**src/rtl/digit_entry_ctrl.sv**
```systemverilog
// Digit entry controller: debounced key press writes sw_data to the next display digit, clr
// blanks all eight digits. Define DIGIT_ENTRY_WRAP_EN to let entries overwrite when full.
module digit_entry_ctrl #(
    parameter int unsigned DEBOUNCE_CYCLES = 250000,
    parameter int unsigned SCAN_DIV        = 50000,
    parameter logic [3:0]  CLR_VAL         = 4'h0
) (
    input  logic       clk,
    input  logic       rst,
    input  logic       key_n,
    input  logic       clr,
    input  logic [3:0] sw_data,
    output logic [3:0] data_out,
    output logic [2:0] sel_out,
    output logic       wr_en,
    output logic       scan_tick,
    output logic       busy,
    output logic       full
);

    localparam int unsigned DbW  = $clog2(DEBOUNCE_CYCLES + 1);
    localparam int unsigned DivW = $clog2(SCAN_DIV);
    localparam logic [DbW-1:0]  DbLast  = DbW'(DEBOUNCE_CYCLES - 1);
    localparam logic [DivW-1:0] DivLast = DivW'(SCAN_DIV - 1);

    typedef enum logic [1:0] {StIdle, StWrite, StClear} state_e;

    state_e         state_q;
    logic           key_s1_q, key_s2_q, key_deb_q, key_deb_prev_q;
    logic [DbW-1:0] db_cnt_q;
    logic           clr_s1_q, clr_s2_q, clr_s3_q;
    logic [2:0]     ptr_q;
    logic [3:0]     count_q;
    logic [2:0]     clr_idx_q;
    logic [DivW-1:0] div_q;

    logic press;
    logic clr_rise;
    logic write_ok;

    assign press    = key_deb_prev_q & ~key_deb_q;
    assign clr_rise = clr_s2_q & ~clr_s3_q;

`ifdef DIGIT_ENTRY_WRAP_EN
    assign write_ok = 1'b1;
`else
    assign write_ok = ~full;
`endif

    // Key synchronizer and debounce; the count restarts on any cycle without a mismatch.
    always_ff @(posedge clk) begin
        if (rst) begin
            key_s1_q       <= 1'b1;
            key_s2_q       <= 1'b1;
            key_deb_q      <= 1'b1;
            key_deb_prev_q <= 1'b1;
            db_cnt_q       <= '0;
        end else begin
            key_s1_q       <= key_n;
            key_s2_q       <= key_s1_q;
            key_deb_prev_q <= key_deb_q;
            if (key_s2_q != key_deb_q) begin
                if (db_cnt_q == DbLast) begin
                    key_deb_q <= key_s2_q;
                    db_cnt_q  <= '0;
                end else begin
                    db_cnt_q <= db_cnt_q + 1'b1;
                end
            end else begin
                db_cnt_q <= '0;
            end
        end
    end

    always_ff @(posedge clk) begin
        if (rst) begin
            clr_s1_q <= 1'b0;
            clr_s2_q <= 1'b0;
            clr_s3_q <= 1'b0;
        end else begin
            clr_s1_q <= clr;
            clr_s2_q <= clr_s1_q;
            clr_s3_q <= clr_s2_q;
        end
    end

    always_ff @(posedge clk) begin
        if (rst) begin
            div_q     <= '0;
            scan_tick <= 1'b0;
        end else if (div_q == DivLast) begin
            div_q     <= '0;
            scan_tick <= 1'b1;
        end else begin
            div_q     <= div_q + 1'b1;
            scan_tick <= 1'b0;
        end
    end

    // Clear takes priority over a press detected in the same cycle.
    always_ff @(posedge clk) begin
        if (rst) begin
            state_q   <= StIdle;
            data_out  <= 4'h0;
            sel_out   <= 3'd0;
            wr_en     <= 1'b0;
            busy      <= 1'b0;
            full      <= 1'b0;
            ptr_q     <= 3'd0;
            count_q   <= 4'd0;
            clr_idx_q <= 3'd0;
        end else begin
            case (state_q)
                StIdle: begin
                    if (clr_rise) begin
                        state_q   <= StClear;
                        wr_en     <= 1'b1;
                        busy      <= 1'b1;
                        sel_out   <= 3'd0;
                        data_out  <= CLR_VAL;
                        clr_idx_q <= 3'd0;
                    end else if (press && write_ok) begin
                        state_q  <= StWrite;
                        wr_en    <= 1'b1;
                        sel_out  <= ptr_q;
                        data_out <= sw_data;
                        ptr_q    <= ptr_q + 3'd1;
                        if (count_q != 4'd8) begin
                            count_q <= count_q + 4'd1;
                        end
                        full <= (count_q >= 4'd7);
                    end
                end
                StWrite: begin
                    state_q <= StIdle;
                    wr_en   <= 1'b0;
                end
                StClear: begin
                    if (clr_idx_q == 3'd7) begin
                        state_q <= StIdle;
                        wr_en   <= 1'b0;
                        busy    <= 1'b0;
                        ptr_q   <= 3'd0;
                        count_q <= 4'd0;
                        full    <= 1'b0;
                    end else begin
                        clr_idx_q <= clr_idx_q + 3'd1;
                        sel_out   <= clr_idx_q + 3'd1;
                    end
                end
                default: begin
                    state_q <= StIdle;
                    wr_en   <= 1'b0;
                    busy    <= 1'b0;
                end
            endcase
        end
    end

endmodule

```
**config.mk**
```make
export PLATFORM = sky130hd
export DESIGN_NAME = digit_entry_ctrl
export DESIGN_NICKNAME = d
export VERILOG_FILES = /design/src/rtl/digit_entry_ctrl.sv
export SDC_FILE = /design/constraint.sdc
export NUM_CORES = 1
export LEC_CHECK = 0
export CELL_PAD_IN_SITES_DETAIL_PLACEMENT = 1
export CELL_PAD_IN_SITES_GLOBAL_PLACEMENT = 2
export CORE_MARGIN = 2
export CORE_UTILIZATION = 33
export DETAILED_ROUTE_END_ITERATION = 16
export PLACE_DENSITY_LB_ADDON = 0.05
export RECOVER_POWER = 50
export SLEW_MARGIN = 40
export SYNTH_ARGS = -nofsm -noshare
export SYNTH_HDL_FRONTEND = slang
export SYNTH_SLANG_ARGS = --single-unit
```
**constraint.sdc**
```tcl
create_clock -name clk -period 1.6 [get_ports clk]
set_input_delay 0.4 -clock clk [delete_from_list [all_inputs] [get_ports clk]]
set_output_delay 0.4 -clock clk [all_outputs]
set_load 0.01 [all_outputs]
```
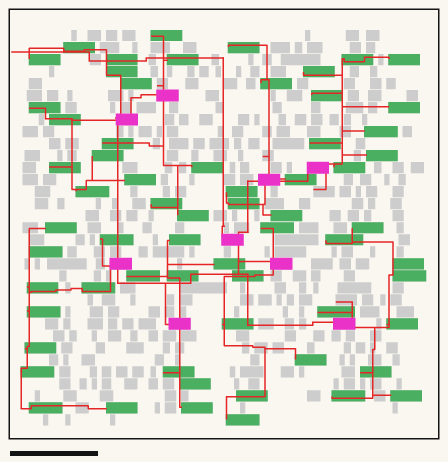
run_1/clock_map.png
Bar = 20 um.
legend:
  flip-flops:
    colour: green
    count: 64
  clock wires:
    colour: red
    length: 973 um
  cells driving clock nets:
    colour: magenta
    count: 9
flops lie: widely spread
Layout Skew: 0.008881 ns
total clock network power: 0.00145 W

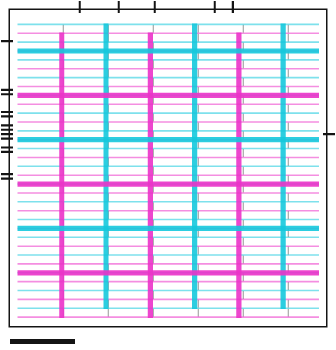
run_1/pdn.png
Bar = 20 um. Pins as bars on the die edge. Tap cells in grey.
legend:
  VDD:
    colour: cyan
  VSS:
    colour: magenta
met5 straps: 6
met1 rails: 34
Die W: 96.90 um
core outline area: 8299 um^2
VDD IR max: 0.3331 mV
Chip Height: 96.90 um

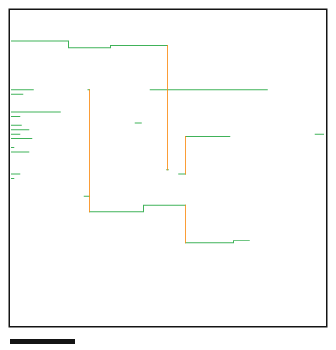
run_1/metal_stack.png
Bar = 20 um. Two of the layers only.
legend:
  met4:
    colour: orange
    wire_length: 98.6 um
  met3:
    colour: green
    wire_length: 214 um
total routed wirelength: 7414 um
routed via count: 2565
Total GRT Usage: 16.88%
wire length per cell: 14.71 um

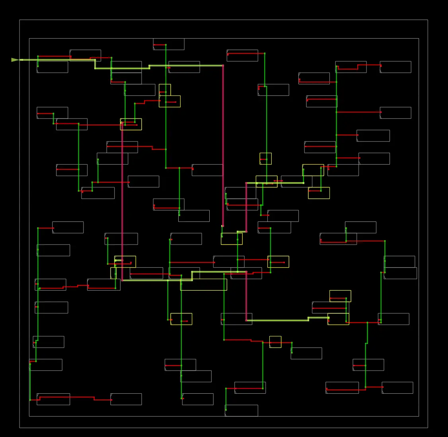
run_1/final_clocks.png
worst-skew pair later-pin latency: 0.34 ns
# clock sinks: 64
CLK BUF: 12
seq_cells: 64

==> report_table.html, run 1 <==
<!-- implementation run metrics -->
<table>
<tr><th>Metric</th><th>Value</th></tr>
<tr><th colspan="2">Floorplan</th></tr>
<tr><td>I/O pin count</td><td>19</td></tr>
<tr><td>Die ar.</td><td>around 9400 um^2</td></tr>
<tr><td>Fp_density</td><td>around a third</td></tr>
<tr><th colspan="2">Logic synthesis</th></tr>
<tr><td>Number of flops mapped to enable cells by yosys</td><td>0</td></tr>
<tr><td>Register share after synthesis</td><td>between 40% and 50%</td></tr>
<tr><td>Cell count in the Yosys report</td><td>between 300 and 400</td></tr>
<tr><td>Primary FF master, synth</td><td>sky130_fd_sc_hd__dfxtp_1</td></tr>
<tr><td>Synthesized flop and latch total</td><td>roughly 64</td></tr>
<tr><td>Post-synthesis cell count</td><td>between 300 and 400</td></tr>
<tr><td>Summed instance area of the synthesized netlist</td><td>2848 um^2</td></tr>
<tr><td>Number of distinct library cells after synthesis</td><td>about 44</td></tr>
<tr><td>Asr flop ratio synth</td><td>0%</td></tr>
<tr><td>Area of the synthesized netlist per yosys stat</td><td>roughly 2800 um^2</td></tr>
<tr><th colspan="2">Final layout</th></tr>
<tr><td>Final std cell area, no fill</td><td>roughly 3900 um^2</td></tr>
<tr><td>Area overhead of the layout relative to synthesis</td><td>35.98%</td></tr>
<tr><td>Final #Nets</td><td>between 400 and 500</td></tr>
<tr><td>Dominant logic cell types in the final layout</td><td>49 x sky130_fd_sc_hd__nor2_1, 49 x sky130_fd_sc_hd__dfxtp_1, 46 x sky130_fd_sc_hd__buf_4</td></tr>
<tr><th colspan="2">STA</th></tr>
<tr><td>Least-Margin Pin Slew</td><td>~0.57 ns</td></tr>
<tr><td>Final Critical Period</td><td>1.588 ns</td></tr>
<tr><td>Unrepaired setup endpoints after global routing</td><td>yes</td></tr>
<tr><td>Final worst-path cycle share</td><td>around 100%</td></tr>
<tr><th colspan="2">Pwr</th></tr>
<tr><td>Leak pwr</td><td>approximately 1.4 nW</td></tr>
<tr><td>Sequential cell power</td><td>0.00164 W</td></tr>
<tr><td>Pwr/cell area</td><td>approximately 850 nW/um^2</td></tr>
<tr><td>Total power draw</td><td>around 0.0033 W</td></tr>
<tr><td>Reported combinational group power</td><td>about 0.00019 W</td></tr>
<tr><td>Internal Dissipation</td><td>roughly 0.0025 W</td></tr>
<tr><td>Power share of the combinational group</td><td>between 5 and 6%</td></tr>
<tr><th colspan="2">Drt</th></tr>
<tr><td>Count of antenna-violating nets left after detailed routing</td><td>0</td></tr>
<tr><td>Detailed-route vias per instance</td><td>~5.1</td></tr>
<tr><td>Number of search-and-repair iterations in the first detailed-routing pass</td><td>4</td></tr>
<tr><td>DRC Markers</td><td>0</td></tr>
<tr><td>DR iter-0 viols</td><td>60</td></tr>
<tr><th colspan="2">Clock network</th></tr>
<tr><td>Reg clk slew, reported paths</td><td>0.08 ns</td></tr>
<tr><td>Maximum root-to-sink buffer count</td><td>2</td></tr>
<tr><td>Maximum level of the CTS H-tree</td><td>3</td></tr>
<tr><td>TritonCTS clock tree</td><td>yes</td></tr>
<tr><th colspan="2">Setup path</th></tr>
<tr><td>Critical path fanouts, max</td><td>17</td></tr>
<tr><td>Path depth of the worst reg2reg path</td><td>5</td></tr>
<tr><td>R2r startpoint</td><td>db_cnt_q[11]$_SDFF_PP0_</td></tr>
<tr><td>Crit path from</td><td>db_cnt_q[11]$_SDFF_PP0_</td></tr>
<tr><td>Required time of the critical path</td><td>between 1.5 and 2 ns</td></tr>
<tr><th colspan="2">Placed design</th></tr>
<tr><td>Detailed placement HPWL</td><td>~5500 um</td></tr>
<tr><td>Number of I/O port buffers</td><td>18</td></tr>
<tr><th colspan="2">Global routing</th></tr>
<tr><td>Via count of the first global-routing pass</td><td>2673</td></tr>
<tr><td>Initial antenna violation count</td><td>0</td></tr>
<tr><td>Wire length of the first global-routing pass</td><td>approximately 13000 um</td></tr>
<tr><th colspan="2">Run status</th></tr>
<tr><td>Status</td><td>finished clean</td></tr>
<tr><th colspan="2">Worst hold path</th></tr>
<tr><td>Count of cells along the worst hold path</td><td>1</td></tr>
</table>
-- run 1: routing by layer --
layer	vias to the layer above	track usage, %	share of wire, %
li1	1285	-	-
met1	1245	22.73	51
met4	0	5.525	1.3
met2	26	26.39	45
met5	-	0	0
met3	9	4.335	2.9
-- run 1: area by class of cell --
| cell class | count | area, um^2 |
|---|---|---|
| fillers | 962 | 4427 |
| multi-input cells | 234 | 1570 |
| flip-flops and latches | 64 | 1305 |
| repair buffers | 74 | 616.8 |
| clock buffers | 12 | 155.1 |
| well taps | 105 | 131.4 |
| clock inverters | 4 | 52.55 |
| inverters | 11 | 41.29 |
-- run 1: metrics by stage --
step	TNS (ns)	worst slack, ns	std cells
floorplan	-0.02086	-0.02086	319
global placement	-0.7799	-0.1091	488
CTS	-0.01817	-0.01000	504
global route	-1.447	-0.06841	504
detailed placement	-1.798	-0.1517	488
finish	0	0.01200	504
-- run 1: flip-flops by register name (all words and copies together), names as in the netlist, 2 cells and up --
| name | count |
|---|---|
| count_q | 4 |
| div_q | 16 |
| ptr_q | 3 |
| sel_out | 3 |
| clr_idx_q | 3 |
| db_cnt_q | 18 |
| data_out | 4 |
| state_q | 2 |
-- run 1: cells by family (layout without fill, tap and decap cells) --
family          after synthesis  after routing  share of synthesized area (%)
mux                           5              5                          1.758
simple gates                152            152                          28.56
fa+ha+maj                     7              7                          3.075
flops                        64             64                          44.99
xor+xnor                     24             24                          7.381
buf+inv                      21            101                          2.856
compound gates               46             46                          11.38
-- run 1: synth_stat cells, types with 7 or more instances --
master | count | share of area, %
sky130_fd_sc_hd__nor2_1 | 49 | 6.5
sky130_fd_sc_hd__ha_1 | 7 | 3.1
sky130_fd_sc_hd__nor4_1 | 7 | 1.5
sky130_fd_sc_hd__dfxtp_1 | 64 | 45
sky130_fd_sc_hd__xnor2_1 | 17 | 5.2
sky130_fd_sc_hd__nand4_1 | 8 | 1.8
sky130_fd_sc_hd__clkbuf_1 | 8 | 1.1
sky130_fd_sc_hd__nand2_1 | 15 | 2.0
sky130_fd_sc_hd__xor2_1 | 7 | 2.2
sky130_fd_sc_hd__nand3_1 | 16 | 2.8
sky130_fd_sc_hd__nor3_1 | 12 | 2.1
sky130_fd_sc_hd__a21oi_1 | 14 | 2.5
sky130_fd_sc_hd__inv_1 | 11 | 1.4
-- run 1: path summary, 6_finish.rpt --
| check | to | slack [ns] |
|---|---|---|
| min reg2reg | key_s2_q$_SDFF_PP1_ | 0.42 |
| max reg2reg | db_cnt_q[15]$_SDFF_PP0_ | 0.01 |
| max | db_cnt_q[15]$_SDFF_PP0_ | 0.01 |
| min | key_s2_q$_SDFF_PP1_ | 0.42 |
-- run 1: worst max-delay path, delay by kind of cell (launching register included) --
| family | cells | cell delay [ns] |
|---|---|---|
| compound gates | 2 | 0.37 |
| buf+inv | 1 | 0.19 |
| flops | 1 | 0.35 |
| simple gates | 2 | 0.56 |
-- run 1: repair_timing --
action / 4_1_cts / 5_1_grt
hold endpoints to repair: 0 / 0
pin swaps: 1 / 8
endpoints found under the setup margin: 31 / 28
gates resized: 20 / 22
==> inputs of run 2 (changes only) <==
--- a/config.mk
+++ b/config.mk
@@ -5,6 +5,7 @@
 export SDC_FILE = /design/constraint.sdc
 export NUM_CORES = 1
 export LEC_CHECK = 0
+export CAP_MARGIN = 20
 export CELL_PAD_IN_SITES_DETAIL_PLACEMENT = 1
 export CELL_PAD_IN_SITES_GLOBAL_PLACEMENT = 2
 export CORE_MARGIN = 2
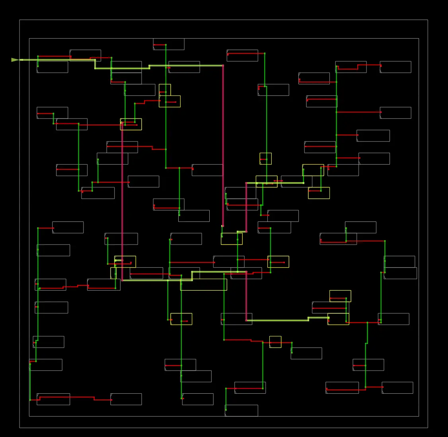
run_2/final_clocks.png
number of buffers created by CTS: 9

==> run 2 against run 1 <==
Net effect:
- clock power about the same
- combinational power about the same
- die size unchanged
- largest cell class unchanged
- first-iteration DRC count is the same
- routed wire length is the same
- cell count unchanged
- register-to-register slack about the same
==> report_table.html, run 2 <==
<!-- implementation run metrics -->
<table>
<tr><th>Metric</th><th>Value</th></tr>
<tr><th colspan="2">Run status</th></tr>
<tr><td>Status</td><td>finished clean (unchanged)</td></tr>
<tr><th colspan="2">Clock network</th></tr>
<tr><td>Maximum root-to-sink buffer count</td><td>2 (unchanged)</td></tr>
<tr><th colspan="2">Logic synthesis</th></tr>
<tr><td>Asr flop ratio synth</td><td>0% (unchanged)</td></tr>
<tr><td>Number of flops mapped to enable cells by yosys</td><td>0 (unchanged)</td></tr>
<tr><td>Cell count in the Yosys report</td><td>319 (unchanged)</td></tr>
<tr><td>Register share after synthesis</td><td>44.99% (unchanged)</td></tr>
<tr><td>Top cells by instance count after synthesis</td><td>64 x sky130_fd_sc_hd__dfxtp_1, 49 x sky130_fd_sc_hd__nor2_1, 17 x sky130_fd_sc_hd__xnor2_1 (unchanged)</td></tr>
<tr><td>Synthesized flop and latch total</td><td>64 (unchanged)</td></tr>
<tr><th colspan="2">Floorplan</th></tr>
<tr><td>Fp_density</td><td>34.31% (unchanged)</td></tr>
<tr><td>Core outline area</td><td>8299 um^2 (unchanged)</td></tr>
<tr><th colspan="2">Global routing</th></tr>
<tr><td>Met1 demand-to-capacity share in global routing</td><td>22.73% (unchanged)</td></tr>
<tr><td>Met3 routing resource usage after global routing</td><td>4.335% (unchanged)</td></tr>
<tr><td>Total GRT Usage</td><td>16.88% (unchanged)</td></tr>
<tr><th colspan="2">Final layout</th></tr>
<tr><td>Max FFs per register</td><td>18 (unchanged)</td></tr>
<tr><td>Top register by number of flip-flops</td><td>db_cnt_q (unchanged)</td></tr>
<tr><th colspan="2">STA</th></tr>
<tr><td>Unrepaired setup endpoints after global routing</td><td>yes (unchanged)</td></tr>
<tr><td>Least-Margin Pin Slew</td><td>0.5662 ns (unchanged)</td></tr>
<tr><th colspan="2">Placed design</th></tr>
<tr><td>Number of I/O port buffers</td><td>18 (unchanged)</td></tr>
<tr><td>Worst slack at placement</td><td>-0.1517 ns (unchanged)</td></tr>
<tr><td>Detailed placement HPWL</td><td>5536 um (unchanged)</td></tr>
<tr><th colspan="2">Drt</th></tr>
<tr><td>Number of search-and-repair iterations in the first detailed-routing pass</td><td>4 (unchanged)</td></tr>
<tr><td>DRC Markers</td><td>0 (unchanged)</td></tr>
<tr><td>Routed via count</td><td>2565 (unchanged)</td></tr>
<tr><td>Detailed-route vias per instance</td><td>5.089 (unchanged)</td></tr>
<tr><td>Count of antenna-violating nets left after detailed routing</td><td>0 (unchanged)</td></tr>
<tr><th colspan="2">Pwr</th></tr>
<tr><td>Pwr/cell area</td><td>846.5 nW/um^2 (unchanged)</td></tr>
</table>
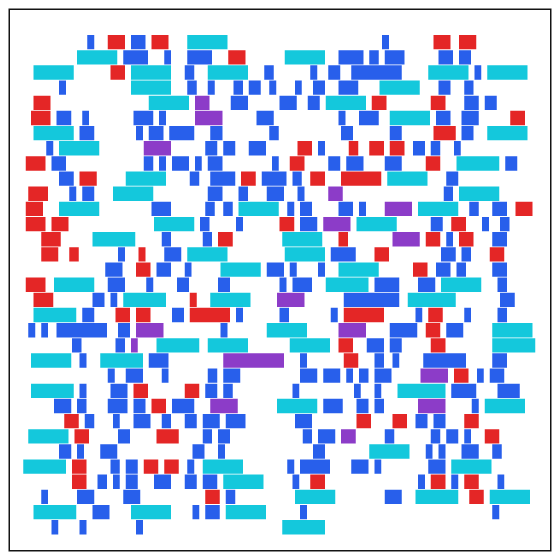
run_2/cell_classes.png
legend:
  other buffers and delay cells:
    colour: red
    cells: 74
  flops:
    colour: cyan
    cells: 64
  clock drivers and dummy loads:
    colour: purple
    cells: 16
  all other logic:
    colour: blue
    cells: 245
Core Util, Final: 46.66%
standard-cell row count: 33
final std cell area, no fill: 3872 um^2

-- run 2: cell counts after synthesis --
Identical to the previous run, type by type.
-- run 2: what timing repair did --
item,4_1_cts,5_1_grt
endpoints found under the setup margin,31,28
setup buffers,0,0
gates resized,20,22
pin swaps,1,8
-- run 2: cell type report --
cell class	count	area, um^2	share of cell area (%)
inverters	11	41.29	1.066
multi-input cells	234	1570	40.55
flip-flops and latches	64	1305	33.70
clock buffers	12	155.1	4.006
repair buffers	74	616.8	15.93
clock inverters	4	52.55	1.357
well taps	105	131.4	3.393
-- run 2: routing by layer --
metal	vias to the layer above	routed length, um
met5	-	0
met2	26	3330
met1	1245	3771
met3	9	214
li1	1285	-
met4	0	98
-- run 2: power by group --
| group | total (W) | leakage [nW] | internal [W] | switching [W] |
|---|---|---|---|---|
| combinational | 0.000188 | 0.817 | 0.0000933 | 0.0000944 |
| clock | 0.00145 | 0.0948 | 0.000805 | 0.000648 |
| sequential | 0.00164 | 0.526 | 0.00162 | 0.0000208 |
| total | 0.00328 | 1.44 | 0.00252 | 0.000763 |
-- run 2: worst max-delay path, stage by stage (launching register included) --
cell,delay [ns]
sky130_fd_sc_hd__dfxtp_2,0.35
sky130_fd_sc_hd__nor4_2,0.30
sky130_fd_sc_hd__nand4_1,0.26
sky130_fd_sc_hd__o41ai_4,0.32
sky130_fd_sc_hd__buf_12,0.19
sky130_fd_sc_hd__a21oi_1,0.05
-- run 2: worst paths after layout --
kind	from	endpoint	slack [ns]	depth (start not counted)
max	db_cnt_q[11]$_SDFF_PP0_	db_cnt_q[15]$_SDFF_PP0_	0.01	5
max reg2reg	db_cnt_q[11]$_SDFF_PP0_	db_cnt_q[15]$_SDFF_PP0_	0.01	5
min	key_s1_q$_SDFF_PP1_	key_s2_q$_SDFF_PP1_	0.42	1
min reg2reg	key_s1_q$_SDFF_PP1_	key_s2_q$_SDFF_PP1_	0.42	1
-- run 2: kinds of logic after synthesis --
logic type               after synthesis  synth area share (%)
adder cells (fa/ha/maj)                7                 3.075
AND-OR/OR-AND                         46                 11.38
multiplexers                           5                 1.758
buffers and inverters                 21                 2.856
flip-flops                            64                 44.99
AND/OR/NAND/NOR                      152                 28.56
XOR/XNOR                              24                 7.381
-- run 2: per-stage QoR --
step | cells | cell area, um^2 | total power [W]
6_report | 504 | 3872 | 0.003278
5_1_grt | 504 | 3872 | 0.003429
4_1_cts | 504 | 3824 | 0.003336
3_5_place_dp | 488 | 3601 | 0.001865
3_3_place_gp | 488 | 3601 | 0.001860
2_1_floorplan | 319 | 2874 | 0.001760
run_2/clock_map.png
Bar = 20 um.
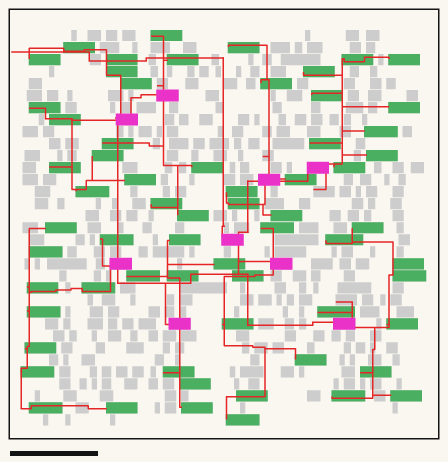

==> inputs of run 3 (changes only) <==
--- a/config.mk
+++ b/config.mk
@@ -8,7 +8,6 @@
 export CAP_MARGIN = 20
 export CELL_PAD_IN_SITES_DETAIL_PLACEMENT = 1
 export CELL_PAD_IN_SITES_GLOBAL_PLACEMENT = 2
-export CORE_MARGIN = 2
 export CORE_UTILIZATION = 33
 export DETAILED_ROUTE_END_ITERATION = 16
 export PLACE_DENSITY_LB_ADDON = 0.05
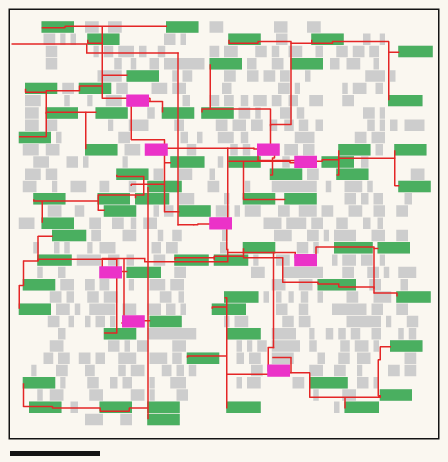
run_3/clock_map.png
Bar = 20 um.
legend:
  cells driving clock nets:
    colour: magenta
    count: 9
  clock wires:
    colour: red
    length: 980 um
  flip-flops:
    colour: green
    count: 64
flops lie: widely spread
routed clock nets: 10
clock network fraction of total power: 45.4%
Layout Skew: 0.01168 ns

==> run 3 against run 2 <==
Net effect:
- global-route usage up 1.4 points
- worst setup slack improved by 0.013 ns
- sequential cell count unchanged
- synthesized cell count unchanged
- critical path depth down 1
- clock power grew 3%
- non-clock buffer count up 3
- worst hold slack better by 0.0016 ns
- critical path type unchanged
- critical endpoint is now div_q[15]$_SDFF_PP0_
- largest power group unchanged
- highest routed layer is now met5
==> report_table.html, run 3 <==
<!-- implementation run metrics -->
<table>
<tr><th>Metric</th><th>Value</th></tr>
<tr><th colspan="2">Floorplan</th></tr>
<tr><td>I/O pin count</td><td>19 (unchanged)</td></tr>
<tr><td>Chip Height</td><td>94.90 um (was 96.90 um)</td></tr>
<tr><td>Core outline area</td><td>8299 um^2 (unchanged)</td></tr>
<tr><th colspan="2">Pwr</th></tr>
<tr><td>Total power draw</td><td>0.003312 W (was 0.003278 W)</td></tr>
<tr><td>VDD IR max</td><td>0.4408 mV (was 0.3331 mV)</td></tr>
<tr><td>Leak pwr</td><td>1.469 nW (was 1.438 nW)</td></tr>
<tr><th colspan="2">Final layout</th></tr>
<tr><td>Number of cells in the finished layout apart from fillers</td><td>507 (was 504)</td></tr>
<tr><td>Max FFs per register</td><td>18 (unchanged)</td></tr>
<tr><td>Dominant logic cell types in the final layout</td><td>54 x sky130_fd_sc_hd__buf_4, 49 x sky130_fd_sc_hd__nor2_1, 45 x sky130_fd_sc_hd__dfxtp_1 (was 49 x sky130_fd_sc_hd__nor2_1, 49 x sky130_fd_sc_hd__dfxtp_1, 46 x sky130_fd_sc_hd__buf_4)</td></tr>
<tr><td>Area overhead of the layout relative to synthesis</td><td>37.52% (was 35.98%)</td></tr>
<tr><th colspan="2">STA</th></tr>
<tr><td>Final worst-path cycle share</td><td>98.45% (was 99.25%)</td></tr>
<tr><td>Unrepaired setup endpoints after global routing</td><td>yes (unchanged)</td></tr>
<tr><th colspan="2">Logic synthesis</th></tr>
<tr><td>Number of flops mapped to enable cells by yosys</td><td>0 (unchanged)</td></tr>
<tr><td>Fraction of synthesized cell area taken by the top area cell type</td><td>44.99% (unchanged)</td></tr>
<tr><td>Post-synthesis cell count</td><td>319 (unchanged)</td></tr>
<tr><td>Adder Share, Synth</td><td>3.076% (unchanged)</td></tr>
<tr><td>Number of distinct library cells after synthesis</td><td>44 (unchanged)</td></tr>
<tr><td>Synthesized flop and latch total</td><td>64 (unchanged)</td></tr>
<tr><td>Share of synthesized cell area in and, or, nand and nor gates</td><td>28.56% (unchanged)</td></tr>
<tr><td>Synth mux share</td><td>1.757% (unchanged)</td></tr>
<tr><td>XOR Share, Synth</td><td>7.381% (unchanged)</td></tr>
<tr><td>Post-synthesis cell type with the largest instance count</td><td>sky130_fd_sc_hd__dfxtp_1 (unchanged)</td></tr>
<tr><td>Summed instance area of the synthesized netlist</td><td>2848 um^2 (unchanged)</td></tr>
<tr><td>Largest area contributor in the synthesized netlist</td><td>sky130_fd_sc_hd__dfxtp_1 (unchanged)</td></tr>
<tr><td>Asr flop ratio synth</td><td>0% (unchanged)</td></tr>
<tr><th colspan="2">Worst hold path</th></tr>
<tr><td>Worst min-delay path startpoint</td><td>key_s1_q$_SDFF_PP1_ (unchanged)</td></tr>
<tr><th colspan="2">Clock network</th></tr>
<tr><td>Maximum root-to-sink buffer count</td><td>2 (unchanged)</td></tr>
<tr><td>Maximum level of the CTS H-tree</td><td>3 (unchanged)</td></tr>
<tr><td>Reg clk slew, reported paths</td><td>0.08 ns (about the same)</td></tr>
<tr><th colspan="2">Placed design</th></tr>
<tr><td>Placed cell count</td><td>483 (was 488)</td></tr>
<tr><td>Number of I/O port buffers</td><td>18 (unchanged)</td></tr>
<tr><td>Worst slack at placement</td><td>-0.08700 ns (was -0.1517 ns)</td></tr>
<tr><th colspan="2">Setup path</th></tr>
<tr><td>Slowest stage cell, crit path</td><td>sky130_fd_sc_hd__or4_4 (was sky130_fd_sc_hd__dfxtp_2)</td></tr>
<tr><td>R2r startpoint</td><td>div_q[7]$_SDFF_PP0_ (was db_cnt_q[11]$_SDFF_PP0_)</td></tr>
<tr><td>Required time of the critical path</td><td>1.88 ns (was 1.83 ns)</td></tr>
<tr><td>Cell class contributing the biggest share of worst-path delay</td><td>simple AND/OR/NAND/NOR gates (unchanged)</td></tr>
<tr><td>Buffers plus inverters on the worst setup path</td><td>0 (was 1)</td></tr>
<tr><td>Cells along the critical path</td><td>nand4_1 &gt; or4_4 &gt; or3_1 &gt; a21oi_1 (was nor4_2 &gt; nand4_1 &gt; o41ai_4 &gt; buf_12 &gt; a21oi_1)</td></tr>
<tr><td>CP peak stage delay</td><td>0.53 ns (was 0.35 ns)</td></tr>
<tr><td>Crit path from</td><td>div_q[7]$_SDFF_PP0_ (was db_cnt_q[11]$_SDFF_PP0_)</td></tr>
<tr><th colspan="2">Drt</th></tr>
<tr><td>Routed via count</td><td>2573 (was 2565)</td></tr>
<tr><td>Number of search-and-repair iterations in the first detailed-routing pass</td><td>4 (unchanged)</td></tr>
<tr><td>Wire length per cell</td><td>14.90 um (was 14.71 um)</td></tr>
<tr><td>DR iter-0 viols</td><td>134 (was 60)</td></tr>
<tr><th colspan="2">Global routing</th></tr>
<tr><td>Wire length of the first global-routing pass</td><td>12430 um (was 12830 um)</td></tr>
<tr><td>Initial antenna violation count</td><td>1 (was 0)</td></tr>
<tr><th colspan="2">Run status</th></tr>
<tr><td>Status</td><td>finished clean (unchanged)</td></tr>
</table>
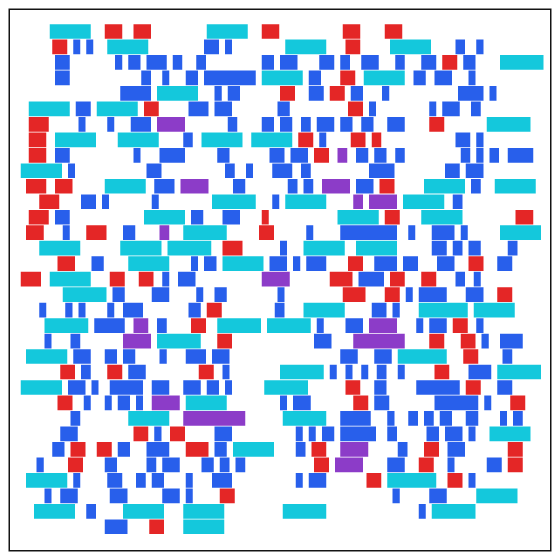
run_3/cell_classes.png
legend:
  clock drivers and dummy loads:
    colour: purple
    cells: 16
  all other logic:
    colour: blue
    cells: 245
  flops:
    colour: cyan
    cells: 64
  other buffers and delay cells:
    colour: red
    cells: 77
final std cell area, no fill: 3916 um^2
Core Util, Final: 47.19%
register share of the cell area: 33.51%

-- run 3: cell counts after synthesis --
No cell type changed its count.
-- run 3: worst paths after layout --
check / to / slack (ns) / cells past startpoint
worst max-delay path: div_q[15]$_SDFF_PP0_ / 0.02 / 4
worst min-delay path: key_s2_q$_SDFF_PP1_ / 0.42 / 1
worst max register to register: div_q[15]$_SDFF_PP0_ / 0.02 / 4
worst min register to register: key_s2_q$_SDFF_PP1_ / 0.42 / 1
-- run 3: stage by stage --
step                      setup TNS (ns)  instance area [um^2]  utilization [%]
final                                  0                  3916            47.19
after global placement          -0.06676                  3551            42.79
after CTS                              0                  3786            45.62
after floorplan                 -0.02086                  2874                -
after detailed placement         -0.2218                  3551            42.79
after global routing            -0.07347                  3916            47.19
-- run 3: logic make-up (layout without fill, tap and decap cells) --
family / after synthesis / in the layout
flip-flops: 64 / 64
XOR/XNOR: 24 / 24
adder cells (fa/ha/maj): 7 / 7
buffers and inverters: 21 / 104
multiplexers: 5 / 5
AND-OR/OR-AND: 46 / 46
AND/OR/NAND/NOR: 152 / 152
-- run 3: what timing repair did --
| item | CTS | global route |
|---|---|---|
| setup buffers | 0 | 8 |
| endpoints found under the setup margin | 20 | 27 |
| gates cloned | 0 | 0 |
| pin swaps | 1 | 13 |
| hold endpoints to repair | 0 | 0 |
| resized | 21 | 33 |
-- run 3: where the power goes --
| part | total, W | internal, W | leakage, nW | switching [W] |
|---|---|---|---|---|
| Combinational | 0.000175 | 0.0000867 | 0.831 | 0.0000881 |
| Clock | 0.00150 | 0.000849 | 0.110 | 0.000655 |
| Sequential | 0.00163 | 0.00162 | 0.528 | 0.0000180 |
-- run 3: per-layer routing --
metal | track usage (%) | vias to the layer above | wire (um)
met2 | 28.42 | 35 | 3457
met4 | 6.061 | 2 | 92
li1 | - | 1292 | -
met3 | 5.314 | 10 | 248
met1 | 24.19 | 1234 | 3742
met5 | 0 | - | 13
-- run 3: cell type report --
| class | count | area [um^2] |
|---|---|---|
| multi-input combinational | 234 | 1602 |
| sequential | 64 | 1313 |
| clock inverter | 5 | 52.55 |
| tap | 105 | 131.4 |
| inverter | 11 | 41.29 |
| clock buffer | 11 | 162.7 |
| timing repair buffer | 77 | 614.3 |
| fill | 956 | 4383 |
-- run 3: worst register-to-register path, delay by kind of cell (launching register included) --
| family | cells | cell delay [ns] |
|---|---|---|
| AND/OR/NAND/NOR | 3 | 1.05 |
| flip-flops | 1 | 0.33 |
| AND-OR/OR-AND | 1 | 0.13 |
Power and IR drop assume default switching activity.
